===== src/rtl/layer5_pkg.sv =====
// Shared constants, FSM state encodings and the score conversion helper for the layer-5
// result collector.
package layer5_pkg;

  localparam int ACC_W     = 24;
  localparam int SCORE_W   = 16;
  localparam int NUM_CLASS = 10;
  localparam int IDX_W     = 4;

  localparam logic [1:0] IDLE    = 2'd0;
  localparam logic [1:0] COLLECT = 2'd1;
  localparam logic [1:0] ARGMAX  = 2'd2;
  localparam logic [1:0] HOLD    = 2'd3;

  // Clamp a signed accumulator word into the signed score range.
  function automatic logic [SCORE_W-1:0] sat_score(input logic [ACC_W-1:0] acc);
    logic [ACC_W-SCORE_W:0] upper;
    upper = acc[ACC_W-1:SCORE_W-1];
    if ((&upper) || !(|upper)) begin
      return acc[SCORE_W-1:0];
    end else if (acc[ACC_W-1]) begin
      return {1'b1, {(SCORE_W-1){1'b0}}};
    end else begin
      return {1'b0, {(SCORE_W-1){1'b1}}};
    end
  endfunction

endpackage


===== src/rtl/layer5_score_rf.sv =====
// Class-score register file: one synchronous write port, one asynchronous read port, no reset.
module layer5_score_rf #(
  parameter int DEPTH = 10,
  parameter int WIDTH = 16,
  parameter int AW    = 4
) (
  input  logic             clk,
  input  logic             we,
  input  logic [AW-1:0]    waddr,
  input  logic [WIDTH-1:0] wdata,
  input  logic [AW-1:0]    raddr,
  output logic [WIDTH-1:0] rdata
);

  logic [WIDTH-1:0] mem [DEPTH];

  always_ff @(posedge clk) begin
    if (we) begin
      mem[waddr] <= wdata;
    end
  end

  assign rdata = mem[raddr];

endmodule


===== src/rtl/layer5_result_collector.sv =====
// Collects NUM_CLASS accumulator words, runs a sequential argmax and offers the winner on a
// valid/ready port. Define LAYER5_SCORE_SAT_EN to saturate instead of truncate incoming words.
module layer5_result_collector #(
  parameter int ACC_W     = layer5_pkg::ACC_W,
  parameter int SCORE_W   = layer5_pkg::SCORE_W,
  parameter int NUM_CLASS = layer5_pkg::NUM_CLASS,
  parameter int IDX_W     = layer5_pkg::IDX_W
) (
  input  logic               clk_i,
  input  logic               rstn_i,
  input  logic               start_i,
  input  logic               temp_wr_i,
  input  logic [ACC_W-1:0]   acc_i,
  output logic [IDX_W-1:0]   class_o,
  output logic [SCORE_W-1:0] score_o,
  output logic               class_valid_o,
  input  logic               class_ready_i,
  output logic               busy_o,
  output logic               overflow_o
);

  import layer5_pkg::*;

  localparam logic [IDX_W-1:0] LAST_IDX = IDX_W'(NUM_CLASS - 1);

  logic [1:0]         state;
  logic [IDX_W-1:0]   wr_ptr;
  logic [IDX_W-1:0]   rd_ptr;
  logic [SCORE_W-1:0] best_score;
  logic [IDX_W-1:0]   best_idx;
  logic [SCORE_W-1:0] conv_score;
  logic [SCORE_W-1:0] rd_score;
  logic               rf_we;
  logic               take;
  logic [SCORE_W-1:0] nxt_score;
  logic [IDX_W-1:0]   nxt_idx;

`ifdef LAYER5_SCORE_SAT_EN
  assign conv_score = sat_score(acc_i);
`else
  logic unused_acc;
  assign unused_acc = ^acc_i[ACC_W-1:SCORE_W];
  assign conv_score = acc_i[SCORE_W-1:0];
`endif

  assign rf_we = (state == COLLECT) && temp_wr_i;

  layer5_score_rf #(
    .DEPTH (NUM_CLASS),
    .WIDTH (SCORE_W),
    .AW    (IDX_W)
  ) u_score_rf (
    .clk   (clk_i),
    .we    (rf_we),
    .waddr (wr_ptr),
    .wdata (conv_score),
    .raddr (rd_ptr),
    .rdata (rd_score)
  );

  // Strictly-greater replacement keeps the lowest index on ties.
  always_comb begin
    take      = (rd_ptr == '0) || ($signed(rd_score) > $signed(best_score));
    nxt_score = take ? rd_score : best_score;
    nxt_idx   = take ? rd_ptr : best_idx;
  end

  assign busy_o = (state != IDLE);

  always_ff @(posedge clk_i or negedge rstn_i) begin
    if (!rstn_i) begin
      state         <= IDLE;
      wr_ptr        <= '0;
      rd_ptr        <= '0;
      best_score    <= '0;
      best_idx      <= '0;
      class_o       <= '0;
      score_o       <= '0;
      class_valid_o <= 1'b0;
      overflow_o    <= 1'b0;
    end else begin
      if (temp_wr_i && (state != COLLECT)) begin
        overflow_o <= 1'b1;
      end
      case (state)
        IDLE: begin
          if (start_i) begin
            state         <= COLLECT;
            wr_ptr        <= '0;
            overflow_o    <= 1'b0;
            class_valid_o <= 1'b0;
          end
        end
        COLLECT: begin
          if (temp_wr_i) begin
            if (wr_ptr == LAST_IDX) begin
              state  <= ARGMAX;
              rd_ptr <= '0;
            end else begin
              wr_ptr <= wr_ptr + 1'b1;
            end
          end
        end
        ARGMAX: begin
          best_score <= nxt_score;
          best_idx   <= nxt_idx;
          rd_ptr     <= rd_ptr + 1'b1;
          if (rd_ptr == LAST_IDX) begin
            class_o       <= nxt_idx;
            score_o       <= nxt_score;
            class_valid_o <= 1'b1;
            state         <= HOLD;
          end
        end
        HOLD: begin
          if (class_valid_o && class_ready_i) begin
            class_valid_o <= 1'b0;
            state         <= IDLE;
          end
        end
        default: state <= IDLE;
      endcase
    end
  end

endmodule


===== config.mk =====
export PLATFORM = sky130hd
export DESIGN_NAME = layer5_result_collector
export DESIGN_NICKNAME = d
export VERILOG_FILES = /design/src/rtl/layer5_pkg.sv /design/src/rtl/layer5_score_rf.sv /design/src/rtl/layer5_result_collector.sv
export SDC_FILE = /design/constraint.sdc
export NUM_CORES = 1
export LEC_CHECK = 0
export CORE_UTILIZATION = 50
export CTS_BUF_LIST = sky130_fd_sc_hd__clkbuf_8
export CTS_CLUSTER_DIAMETER = 50
export DETAILED_ROUTE_END_ITERATION = 7
export PLACE_DENSITY = 0.65
export SLEW_MARGIN = 5
export SYNTH_ARGS = -nofsm -noshare
export SYNTH_HDL_FRONTEND = slang
export SYNTH_SLANG_ARGS = --single-unit
export TNS_END_PERCENT = 100

===== constraint.sdc =====
create_clock -name clk_i -period 5.1 [get_ports clk_i]
set_input_delay 0.51 -clock clk_i [delete_from_list [all_inputs] [get_ports clk_i]]
set_output_delay 0.51 -clock clk_i [all_outputs]
set_load 0.02 [all_outputs]

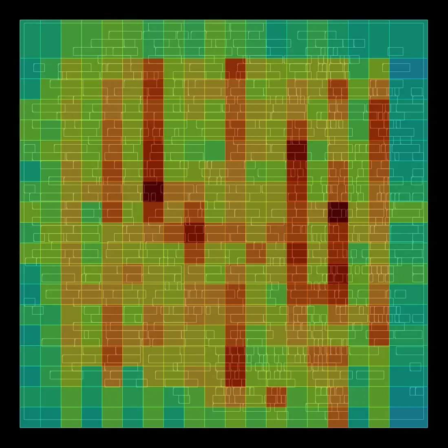
Figure 1: run 1, routing congestion map.
WL/cell: 20.2 µm
met1 usage: 27.1%
Global Route Usage Sum: 20.4%
Global Route met3 Usage: 3.74%
GRT Max-Usage Layer: met2

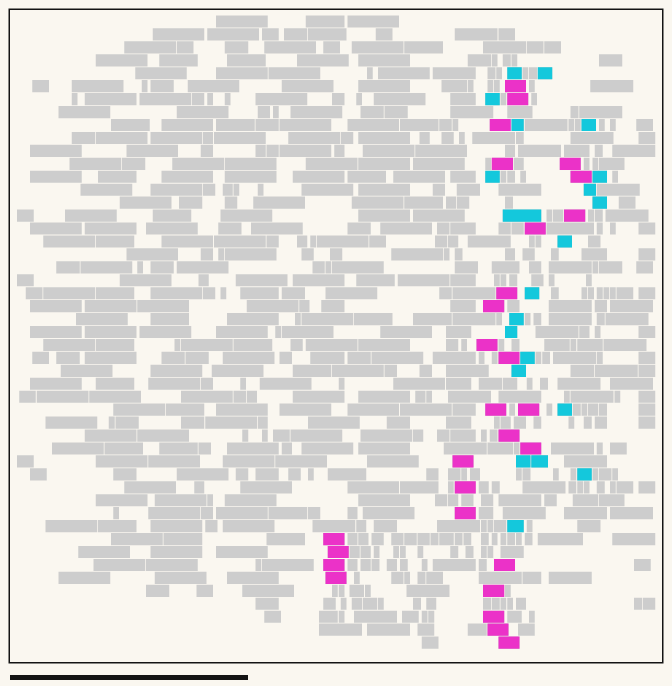
Figure 2: run 1, gate-type map.
Scale bar: 50 µm.
Key: magenta = adder and majority cells [cells 28]; cyan = AND-OR and OR-AND gates [cells 21]

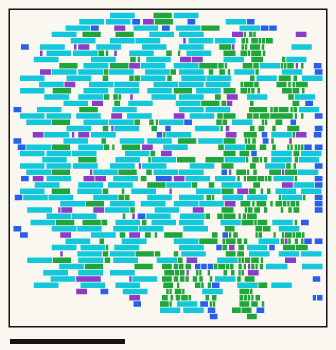
Figure 3: run 1, cells colored by class.
Scale bar: 50 µm.
Key: purple = clock drivers and dummy loads [cells 63, share of their area 6.3%]; blue = other buffers and delay cells [cells 58, share of their area 5.4%]; green = all other logic [cells 336, share of their area 28%]; cyan = flops [cells 212, share of their area 60%]

==> job_summary.md, run 1 <==
### Metrics collected by this job

| Metric | Value |
|---|---|
| Status | `completed` |
| TNS Setup | `0 ns` |
| Most numerous cell in the Yosys netlist | `edfxtp_1` |
| Tap cell count | `229` |
| Reg-to-reg setup timing slack | `between 0.8 and 0.9 ns` |
| Max_slew headroom | `28.9%` |
| LEAKAGE | `3.87 nW` |
| Post-synth top area share | `between 50% and 60%` |
| Synthesis area per yosys | `9120 µm²` |
| Pre-Place Util | `50.9%` |
| Routed Antenna Nets | `0` |
| Logic area | `2750 µm²` |
| # setup viols final | `0` |
| Psw | `2.16 mW` |
| H-Tree Depth | `2` |
| Yosys aoi share | `8.08%` |
| Die area | `18800 µm²` |
| Xor/xnor share | `less than 1%` |
| Stages on the worst setup path | `12` |
| Top Ports | `roughly 52` |
| Clock share of power | `22.7%` |
| Ys flops | `212` |
| Max reg flops | `160` |
| Biggest regs | `u_score_rf.mem: 160 flops, best_score: 16 flops, score_o: 16 flops` |
| Final Max Tran Viols | `0` |
| Library cells used by synthesis | `48` |
| Max Buffers Root-to-Sink | `3` |
| Switching Share | `35.7%` |
| NumNets Final | `701` |
| Worst path bufs/invs | `2` |
| Synth cell count leaders | `edfxtp_1 (160), dfrtp_1 (52), nand2_1 (51)` |
| Post-DP Area | `slightly below 10000 µm²` |
| Post-CTS Setup Inserts | `0` |
| Power Clock | `1.37 mW` |
| Most common logic cell in the routed design | `edfxtp_1` |
--- run 2 (diff from run 1) ---
==> constraint.sdc (replaced) <==
create_clock -name clk_i -period 4.4 [get_ports clk_i]
set_input_delay 0.44 -clock clk_i [delete_from_list [all_inputs] [get_ports clk_i]]
set_output_delay 0.44 -clock clk_i [all_outputs]
set_load 0.02 [all_outputs]
==> job_summary.md, run 2 <==
### Metrics collected by this job

| Metric | Value |
|---|---|
| Status | `completed` |
| GRT Max-Usage Layer | `met2` |
| Routed Antenna Nets | `0` |
| Post-DP Area | `9850 µm²` |
| Max_slew headroom | `26.5%` |
| Power Clock | `around 1.7 mW` |
| Global Route met3 Usage | `~4.3%` |
| Logic area | `about 2700 µm²` |
| H-Tree Depth | `2` |
| Top reg by flops | `u_score_rf.mem` |
| Minimum clock period | `3.95 ns` |
| Yosys aoi share | `8.08%` |
| Xor/xnor share | `0.192%` |
| RSZ-0062 raised after global routing | `false` |
| Post-CTS Setup Inserts | `0` |
| NumNets Final | `708` |
| Global Route Usage Sum | `20.8%` |
| Pre-Place Util | `about half` |
| Top Ports | `52` |
| Most numerous cell in the Yosys netlist | `edfxtp_1` |
| Met1 usage | `28.0%` |
| Tap cell count | `229` |
| Most common logic cell in the routed design | `edfxtp_1` |
| Post-synth top area share | `a little over half` |
| CP peak stage delay | `0.67 ns` |
| Reg-to-reg setup timing slack | `0.45 ns` |
| Initial antenna violation count | `0` |
| Ys flops | `approximately 210` |
| Synthesis area per yosys | `9120 µm²` |
| Drt total wl | `18100 µm` |
| Switching Share | `35.3%` |
| Final Max Tran Viols | `0` |
| Synthesized area per cell | `15.8 µm²` |
| Flop count | `212` |
| Biggest regs | `u_score_rf.mem: 160 flops, best_score: 16 flops, score_o: 16 flops` |
| LEAKAGE | `3.93 nW` |
| # setup viols final | `0` |
| Reg clk slew, reported paths | `0.06 ns` |
| Max Buffers Root-to-Sink | `3` |
| Stages on the worst setup path | `14` |
| TNS Setup | `0 ns` |
| Clock share of power | `between 20% and 30%` |
| Psw | `2.53 mW` |
| Max reg flops | `160` |
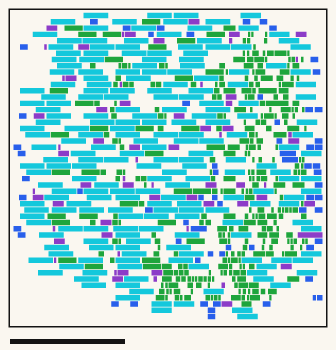
Figure 4: run 2, cells colored by class.
Scale bar: 50 µm.
Key: blue = other buffers and delay cells [cells 64, share of their area 6.1%]; green = all other logic [cells 336, share of their area 28%]; purple = clock drivers and dummy loads [cells 64, share of their area 6.6%]; cyan = flops [cells 212, share of their area 60%]

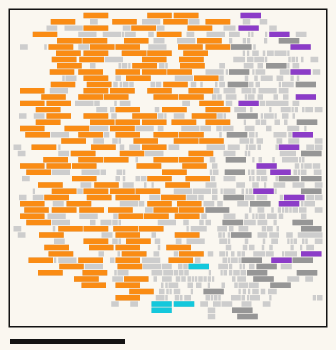
Figure 5: run 2, sequential cells colored by netlist name.
Scale bar: 50 µm. Other sequential cells in the stronger gray, the rest of the logic in the fainter gray.
Key: purple = `score_o` [placed flops 16]; cyan = `wr_ptr` [placed flops 4, where bottom middle]; orange = `u_score_rf.mem` [placed flops 160]

--- run 3 (diff from run 2) ---
--- a/config.mk
+++ b/config.mk
@@ -7,7 +7,6 @@
 export LEC_CHECK = 0
 export CORE_UTILIZATION = 50
 export CTS_BUF_LIST = sky130_fd_sc_hd__clkbuf_8
-export CTS_CLUSTER_DIAMETER = 50
 export DETAILED_ROUTE_END_ITERATION = 7
 export PLACE_DENSITY = 0.65
 export SLEW_MARGIN = 5
==> job_summary.md, run 3 <==
### Metrics collected by this job

| Metric | Value |
|---|---|
| Stages on the worst setup path | `14` |
| Max Buffers Root-to-Sink | `3` |
| Tap cell count | `around 230` |
| Ys flops | `212` |
| Flop count | `212` |
| Reg-to-reg setup timing slack | `0.45 ns` |
| Library cells used by synthesis | `48` |
| GRT Max-Usage Layer | `met2` |
| Switching Share | `35.3%` |
| H-Tree Depth | `2` |
| Biggest regs | `u_score_rf.mem: 160 flops, best_score: 16 flops, score_o: 16 flops` |
| Power Clock | `1.65 mW` |
| Max reg flops | `160` |
| Drt total wl | `18100 µm` |
| Status | `completed` |
| CP peak stage delay | `0.67 ns` |
| Reg clk slew, reported paths | `approximately 0.060 ns` |
| Global Route Usage Sum | `roughly a fifth` |
| Max_slew headroom | `26.5%` |
| Die area | `approximately 19000 µm²` |
| Post-synth top area share | `52.7%` |
| Final Max Tran Viols | `0` |
| Routed Antenna Nets | `0` |
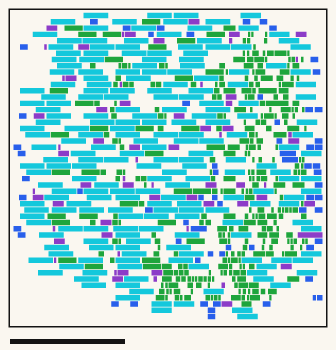
Figure 6: run 3, cells colored by class.
Scale bar: 50 µm.
Key: blue = other buffers and delay cells [cells 64, share of their area 6.1%]; green = all other logic [cells 336, share of their area 28%]; purple = clock drivers and dummy loads [cells 64, share of their area 6.6%]; cyan = flops [cells 212, share of their area 60%]

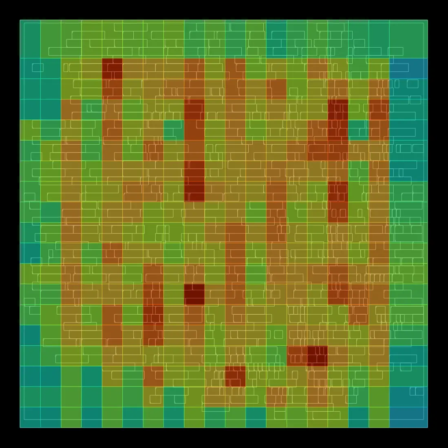
Figure 7: run 3, routing congestion map.
Global Route met3 Usage: 4.26%
post-layout util: 58.8%
WL/cell: 20.0 µm
met1 usage: 28.0%

Power and IR drop assume default switching activity.
